===== src/rtl/fc_mac_accumulator.sv =====
// FC-layer dot-product engine: streams LANES int8 act/wgt pairs per beat,
// accumulates one neuron, adds its bias and emits a tagged 32-bit result.
module fc_mac_accumulator #(
  parameter int LANES = 4,
  parameter int CNT_W = 10
) (
  input  logic               clk,
  input  logic               srstn,
  input  logic               start,
  input  logic               fc_state_in,
  input  logic [CNT_W-1:0]   in_len,
  input  logic [31:0]        bias,
  input  logic               in_valid,
  output logic               in_ready,
  input  logic [8*LANES-1:0] act,
  input  logic [8*LANES-1:0] wgt,
  output logic               busy,
  output logic               acc_valid,
  output logic [31:0]        acc_data,
  output logic               fc_state_out
);

  // Handshake: a beat transfers on a rising edge where in_valid && in_ready;
  // in_ready depends only on state and count, never on in_valid.

  typedef enum logic [1:0] {
    S_IDLE  = 2'd0,
    S_ACCUM = 2'd1,
    S_DRAIN = 2'd2,
    S_OUT   = 2'd3
  } state_t;

  state_t             state_q, state_d;
  logic [CNT_W-1:0]   count_q, count_d;
  logic [CNT_W-1:0]   len_q, len_d;
  logic [31:0]        bias_q, bias_d;
  logic               fc_state_q, fc_state_d;
  logic [31:0]        acc_q, acc_d;
  logic [31:0]        p_sum_q, p_sum_d;
  logic               p_vld_q, p_vld_d;
  logic [31:0]        acc_data_q, acc_data_d;
  logic signed [15:0] prod [LANES];

  // Product stage: lane products are exact in 16 bits, summed at full width.
  always_comb begin
    p_sum_d = '0;
    for (int i = 0; i < LANES; i++) begin
      prod[i] = 16'($signed(act[8*i +: 8])) * 16'($signed(wgt[8*i +: 8]));
      p_sum_d = p_sum_d + {{16{prod[i][15]}}, prod[i]};
    end
  end

  always_comb begin
    state_d    = state_q;
    count_d    = count_q;
    len_d      = len_q;
    bias_d     = bias_q;
    fc_state_d = fc_state_q;
    acc_d      = p_vld_q ? (acc_q + p_sum_q) : acc_q;
    p_vld_d    = 1'b0;
    acc_data_d = acc_data_q;
    in_ready   = 1'b0;
    acc_valid  = 1'b0;

    case (state_q)
      S_IDLE: begin
        if (start) begin
          len_d      = in_len;
          bias_d     = bias;
          fc_state_d = fc_state_in;
          count_d    = '0;
          acc_d      = '0;
          state_d    = S_ACCUM;
        end
      end
      S_ACCUM: begin
        in_ready = (count_q != len_q);
        if (count_q == len_q) begin
          state_d = S_DRAIN;
        end else if (in_valid) begin
          count_d = count_q + CNT_W'(1);
          p_vld_d = 1'b1;
          if (count_d == len_q) state_d = S_DRAIN;
        end
      end
      S_DRAIN: begin
        // The last product lands in acc one cycle after it is registered.
        if (!p_vld_q) begin
          acc_data_d = acc_q + bias_q;
          state_d    = S_OUT;
        end
      end
      S_OUT: begin
        acc_valid = 1'b1;
        state_d   = S_IDLE;
      end
      default: state_d = S_IDLE;
    endcase
  end

  always_ff @(posedge clk) begin
    if (!srstn) begin
      state_q    <= S_IDLE;
      count_q    <= '0;
      len_q      <= '0;
      bias_q     <= '0;
      fc_state_q <= 1'b0;
      acc_q      <= '0;
      p_sum_q    <= '0;
      p_vld_q    <= 1'b0;
      acc_data_q <= '0;
    end else begin
      state_q    <= state_d;
      count_q    <= count_d;
      len_q      <= len_d;
      bias_q     <= bias_d;
      fc_state_q <= fc_state_d;
      acc_q      <= acc_d;
      p_vld_q    <= p_vld_d;
      acc_data_q <= acc_data_d;
      if (p_vld_d) p_sum_q <= p_sum_d;
    end
  end

  assign busy         = (state_q != S_IDLE);
  assign acc_data     = acc_data_q;
  assign fc_state_out = fc_state_q;

endmodule


===== config.mk =====
export PLATFORM = sky130hd
export DESIGN_NAME = fc_mac_accumulator
export DESIGN_NICKNAME = d
export VERILOG_FILES = /design/src/rtl/fc_mac_accumulator.sv
export SDC_FILE = /design/constraint.sdc
export NUM_CORES = 1
export LEC_CHECK = 0
export ABC_AREA = 1
export CAP_MARGIN = 10
export CORE_UTILIZATION = 30
export DETAILED_ROUTE_END_ITERATION = 10
export PLACE_DENSITY = 0.46
export SLEW_MARGIN = 20
export SYNTH_ARGS = -nofsm -noshare
export SYNTH_HDL_FRONTEND = slang
export SYNTH_SLANG_ARGS = --single-unit

===== constraint.sdc =====
create_clock -name clk -period 23.5 [get_ports clk]
set_input_delay 4.7 -clock clk [delete_from_list [all_inputs] [get_ports clk]]
set_output_delay 4.7 -clock clk [all_outputs]
set_load 0.01 [all_outputs]

==> summary.txt, run 1 <==
Outcome -> finished clean
Die area -> 0.0708 mm^2
CTS max path bufs -> 2
DIE HEIGHT -> 266 um
Placeable core region -> 0.0688 mm^2
I/O Buffers -> 146
Gpl congestion -> 0.889
Hold path depth -> 2
Mapped Cells -> 2848
Antenna cells -> 0
Max-area cell share -> 31.4%
Yosys stat area -> 0.0209 mm^2
Flops out of synthesis -> 139
Pin count of the biggest net entering global routing -> 74
IO Count -> 147
Number of global-route vias before repair -> 17600
Worst Path Arrival -> 11.60 ns
Layout cells sized above 1 -> 2.46%
Cts bufs inserted -> 17
Global Route Usage Sum -> 18.3%
Sequential fraction of the synthesis area -> 13.3%
Area growth, synth to finish -> 13.3%
Post-Syn Area per Cell -> 7.34 um^2
Fin nets -> 3519
Ys async rst share -> 0%
Startpoint Class -> input port
Post-layout instance area -> 0.0237 mm^2
Cell taking the most area after synthesis -> fa_1
Worst path slowest cell -> clkdlybuf4s50_1
Commonest flop -> dfxtp_1
HP Class -> flip-flop to flip-flop
Clk pin slew, worst setup/hold paths -> 0.06 ns
Die width -> 266 um
Core Util at FP -> 30.4%
Worst Tran Pin Value -> 0.955 ns
Initial antenna violation count -> 0
Row count -> 96
Final wirelength -> 63000 um
RSZ-0062 raised after global routing -> no
Unique masters post-synth -> 44
Post-CTS sizing -> 0
CTS Hold Buffers Added -> 0
OpenROAD warnings -> 29
Setup CP Type -> input port to flip-flop
H-tree levels -> 4
Worst reg2reg path startpoint -> state_q[0]
DRT antenna net count -> 0
DRT iter0 DRCs -> 803
TritonCTS clock tree -> done
Syn. warnings -> 0
Clk sinks -> 139
Highest clock rate -> 88.7 MHz
Syn Nets -> 3453
Clk latency late pin -> 0.45 ns
Placement-stage cell area -> 0.0231 mm^2
Crit. End Element -> flip-flop
Hold_sp -> p_sum_q[2]
Final Hold Fails -> 0
Top cells by count, synth -> inv_1, nand2_1, fa_1, nor2_1, ha_1
Max-Cap Viols -> 0
Worst Hold Path EP -> p_sum_q[2]
Remaining Overflow, GRT -> 0
Most common cell on crit path -> fa_1
Final Max Slew Viols -> 0
Max Fanout on Critical Path -> 8
Slew HR -> 36.1%
Required @ worst endpoint -> 23.84 ns
Yosys stat cell total -> 2848
Top-count cell post-synth -> inv_1
Worst R2R Setup Slack -> 20.56 ns
[run 1: metrics by stage]
step           utilization (%)  cells  worst slack, ns  hold slack (ns)
6_report                  34.4   3858            12.23            0.479
5_1_grt                   34.4   3858            11.89            0.501
4_1_cts                   34.4   3858            12.21            0.478
3_5_place_dp              33.6   3826            11.73            0.468
3_3_place_gp              33.6   3826            11.84            0.466
2_1_floorplan                -   2848            12.83            0.444
[run 1: worst max path at each step]
stage	cells past startpoint	start	to	slack (ns)
4_1_cts	25	act[23]	p_sum_q[30]	12.21
2_1_floorplan	26	act[31]	p_sum_q[15]	12.83
5_1_grt	25	act[23]	p_sum_q[30]	11.89
6_report	25	wgt[24]	p_sum_q[30]	12.23
3_3_place_gp	26	wgt[24]	p_sum_q[15]	11.84
3_5_place_dp	25	act[23]	p_sum_q[30]	11.73
[run 1: flip-flops by register name (all words and copies together), names as in the netlist]
signal        flops
state_q           2
bias_q           32
acc_data         32
p_sum_q          19
acc_q            32
p_vld_q           1
count_q          10
fc_state_out      1
len_q            10
[run 1: layout make-up]
cell class              count  area (um^2)
flip-flops and latches    139         2780
fillers                  7386        45100
clock buffers              22          464
repair buffers            151         1490
multi-input cells        1872        14900
clock inverters            10         82.6
inverters                 733         2750
well taps                 931         1160
[run 1: critical path: cells and delay by family]
kind,cells,cell delay (ns)
buf+inv,6,1.09
fa+ha+maj,9,4.37
compound gates,3,0.75
simple gates,7,0.70
[run 1: cell usage in the layout (no fill, tap or decap), types with 3 or more instances in the layout]
| cell type | count |
|---|---|
| a21boi_0 | 7 |
| a21o_1 | 11 |
| a21oi_1 | 129 |
| a31oi_1 | 4 |
| buf_4 | 5 |
| clkbuf_1 | 3 |
| clkbuf_16 | 17 |
| clkdlybuf4s50_1 | 145 |
| clkinvlp_4 | 6 |
| dfxtp_1 | 138 |
| fa_1 | 328 |
| ha_1 | 166 |
| inv_1 | 727 |
| inv_2 | 5 |
| inv_6 | 3 |
| nand2_1 | 516 |
| nand3_1 | 91 |
| nand4_1 | 11 |
| nor2_1 | 320 |
| nor2_2 | 4 |
| nor3_1 | 10 |
| o211ai_1 | 12 |
| o21a_1 | 4 |
| o21ai_0 | 136 |
| o21ai_1 | 17 |
| o21bai_1 | 15 |
| or2_2 | 17 |
| xnor2_1 | 19 |
| xor2_1 | 35 |
[run 1: cell families (layout without fill, tap and decap cells)]
group	Yosys count	after routing	share of synthesized area [%]
DFF	139	139	13.3
AOI/OAI and AO/OA	345	345	9.04
xor gates and xnor gates	55	55	2.38
and+or+nand+nor	978	978	18.7
buffers and inverters	837	916	15.2
adders and majority gates	494	494	41.3
[run 1: routing by layer]
metal	track usage [%]	part of all wire, %
met5	0	0
met4	2.81	0.84
met3	1.39	2.0
met2	31.6	49
met1	25.2	48
**Run 1: routed metal, one colour a layer**

(1 px per um) Only two layers are drawn.
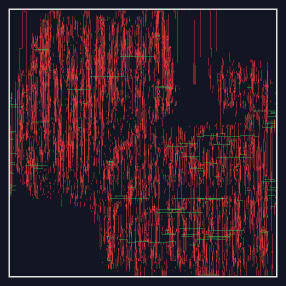
legend:
  metal 2:
    colour: red
    wire_length: 30.9 mm
  metal 3:
    colour: green
    wire_length: 1230 um
drt wl/cell: 16.3 um
via count: 17100

**Run 1: I/O nets highlighted**

(1 px per um)
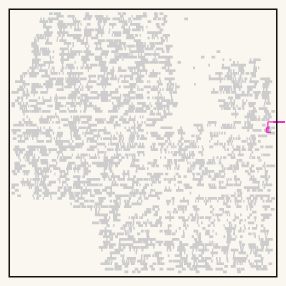
legend:
  fc_state_in:
    colour: magenta
    direction: input
    edge: right
    end_cells: 1
    buffers: 1
    wire: 29.0 um

**Run 1: cell placement**

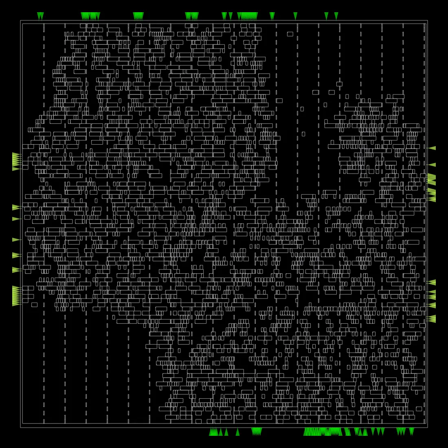
final std cells w/o fill: 3858
registers: 139
tap cells: 931
Seq area share: 11.8%
Fill cells: 7386

==> run 2, diff against run 1 <==
--- a/config.mk
+++ b/config.mk
@@ -9,7 +9,7 @@
 export CAP_MARGIN = 10
 export CORE_UTILIZATION = 30
 export DETAILED_ROUTE_END_ITERATION = 10
-export PLACE_DENSITY = 0.46
+export PLACE_DENSITY = 0.48
 export SLEW_MARGIN = 20
 export SYNTH_ARGS = -nofsm -noshare
 export SYNTH_HDL_FRONTEND = slang
==> constraint.sdc (replaced) <==
create_clock -name clk -period 9.1 [get_ports clk]
set_input_delay 1.82 -clock clk [delete_from_list [all_inputs] [get_ports clk]]
set_output_delay 1.82 -clock clk [all_outputs]
set_load 0.01 [all_outputs]
**Run 2: pin map**

(2 px per um) Pins as bars across the die edge, other pins in grey.
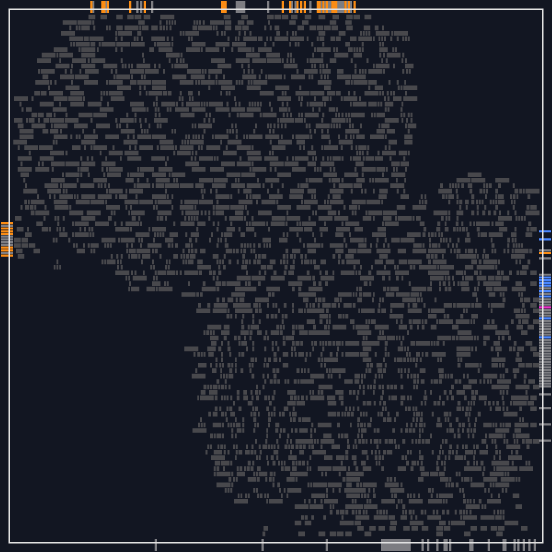
legend:
  in_len:
    colour: blue
    pins: 10
    direction: input
    edge: right
  act:
    colour: orange
    pins: 32
    direction: input
    edge: 24 top, 7 left, 1 right
  fc_state_in:
    colour: magenta
    pins: 1
    direction: input
    edge: right
all pins by edge: 51 right, 48 top, 35 bottom, 13 left

**Run 2: I/O nets highlighted**

(1 px per um)
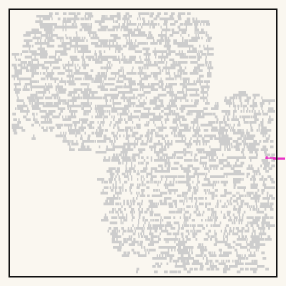
legend:
  fc_state_in:
    colour: magenta
    direction: input
    edge: right
    end_cells: 1
    buffers: 1
    wire: 13.8 um

**Run 2: cell placement**

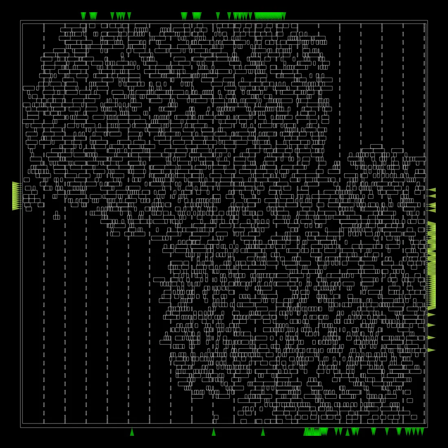
placeable core region: 0.0688 mm^2
Seq area share: 11.6%

==> run 2 against run 1 <==
Against the previous run:
- synthesized cell count unchanged
- count of clock-buffer cells in the layout fell by 3
- utilization rose by 0.34 points
- register-to-register slack got worse by 15 ns
- cell count is 0.47% higher
- critical path type unchanged
- largest cell class unchanged
==> summary.txt, run 2 <==
Via density per instance -> 4.37
Drt wl/cell -> 15.4 um
Logic area -> 0.0149 mm^2
Ys async rst share -> 0%
CTS max path bufs -> 2
TritonCTS clock tree -> done
Top cells by count, synth -> inv_1, nand2_1, fa_1, nor2_1, ha_1
Placement-stage cell area -> 0.0233 mm^2
Yosys stat area -> 0.0209 mm^2
Top-count cell post-synth -> inv_1
Gpl congestion -> 0.939
CTS Hold Buffers Added -> 0
Mapped Cells -> 2848
Layout cells sized above 1 -> 2.96%
Crit. End Element -> flip-flop
H-tree levels -> 4
RSZ-0062 raised after global routing -> no
Row count -> 96
Unique masters post-synth -> 44
Number of global-route vias before repair -> 16900
Max-area cell share -> 31.4%
OpenROAD warnings -> 29
Fill cells -> 7432
HP Class -> flip-flop to flip-flop
Clk sinks -> 139
Cts bufs inserted -> 17
Yosys stat cell total -> 2848
Highest clock rate -> 120 MHz
Max Fanout on Critical Path -> 8
Clk pin slew, worst setup/hold paths -> 0.07 ns
Worst Tran Pin Value -> 0.854 ns
Syn Nets -> 3453
IO Count -> 147
Syn. warnings -> 0
Most frequent cells in the layout -> inv_1, nand2_1, fa_1, nor2_1, ha_1
Setup CP Type -> input port to flip-flop
Hold slack -> 0.474 ns
Worst path slowest cell -> fa_1
Reg area -> 0.00278 mm^2
Via count -> 16900
Post-layout instance area -> 0.0239 mm^2
Die width -> 266 um
Most common cell on crit path -> fa_1
Outcome -> finished clean
Sequential fraction of the synthesis area -> 13.3%
Fin nets -> 3535
DIE HEIGHT -> 266 um
DRT iter0 DRCs -> 1008
Die area -> 0.0708 mm^2
Post-Syn Area per Cell -> 7.34 um^2
Remaining Overflow, GRT -> 0
Cell taking the most area after synthesis -> fa_1
DRT antenna net count -> 0
Most frequent logic cell in the layout -> inv_1
Required @ worst endpoint -> 9.41 ns
Final wirelength -> 59700 um
Final Hold Fails -> 0
Clk latency late pin -> 0.45 ns
Mapped Area -> 0.0209 mm^2
Initial antenna violation count -> 3
Core Util at FP -> 30.4%
Max-Cap Viols -> 0
Global Route Usage Sum -> 17.5%
Slew HR -> 43.0%
Post-synth EDFFs -> 0
I/O Buffers -> 146
Commonest flop -> dfxtp_1
Finished Core Util -> 34.8%
==> run 2: worst max-delay path, delay by kind of cell <==
kind            cells  cell delay (ns)
buf+inv             8             1.09
simple gates        7             0.89
fa+ha+maj           9             4.54
xor+xnor            1             0.17
compound gates      1             0.09
==> run 2: cell families (layout without fill, tap and decap cells) <==
kind of cell	Yosys count	in the layout	share of synthesized area, %
XOR/XNOR	55	55	2.38
other	0	2	0
AND/OR/NAND/NOR	978	978	18.7
AND-OR/OR-AND	345	345	9.04
flip-flops	139	139	13.3
buffers and inverters	837	932	15.2
adder cells (fa/ha/maj)	494	494	41.3
==> run 2: layout make-up <==
class,instances,area share (%)
diodes,2,0.0209
clock buffers,19,1.85
clock inverters,13,0.899
inverters,733,11.5
multi-input cells,1872,62.5
flip-flops and latches,139,11.6
well taps,931,4.87
repair buffers,167,6.75
==> run 2: final timing paths <==
path	end	slack [ns]	from	depth (start not counted)
hold / removal	acc_data[8]	0.47	acc_data[8]	2
setup reg to reg	acc_data[19]	5.77	p_vld_q	8
hold reg to reg	acc_data[8]	0.47	acc_data[8]	2
setup / recovery	p_sum_q[16]	0.79	wgt[24]	26
==> run 2: metal layers <==
metal | wire length (um) | global-route usage, %
met5 | 13 | 0
met3 | 2680 | 2.11
met4 | 486 | 2.66
met2 | 25400 | 26.1
met1 | 31100 | 27.2
==> run 2: per-stage QoR <==
| step | cells | worst slack, ns |
|---|---|---|
| 3_5_place_dp | 3842 | 0.351 |
| 6_report | 3876 | 0.789 |
| 2_1_floorplan | 2848 | 1.31 |
| 3_3_place_gp | 3842 | 0.365 |
| 4_1_cts | 3874 | 0.813 |
| 5_1_grt | 3874 | 0.449 |
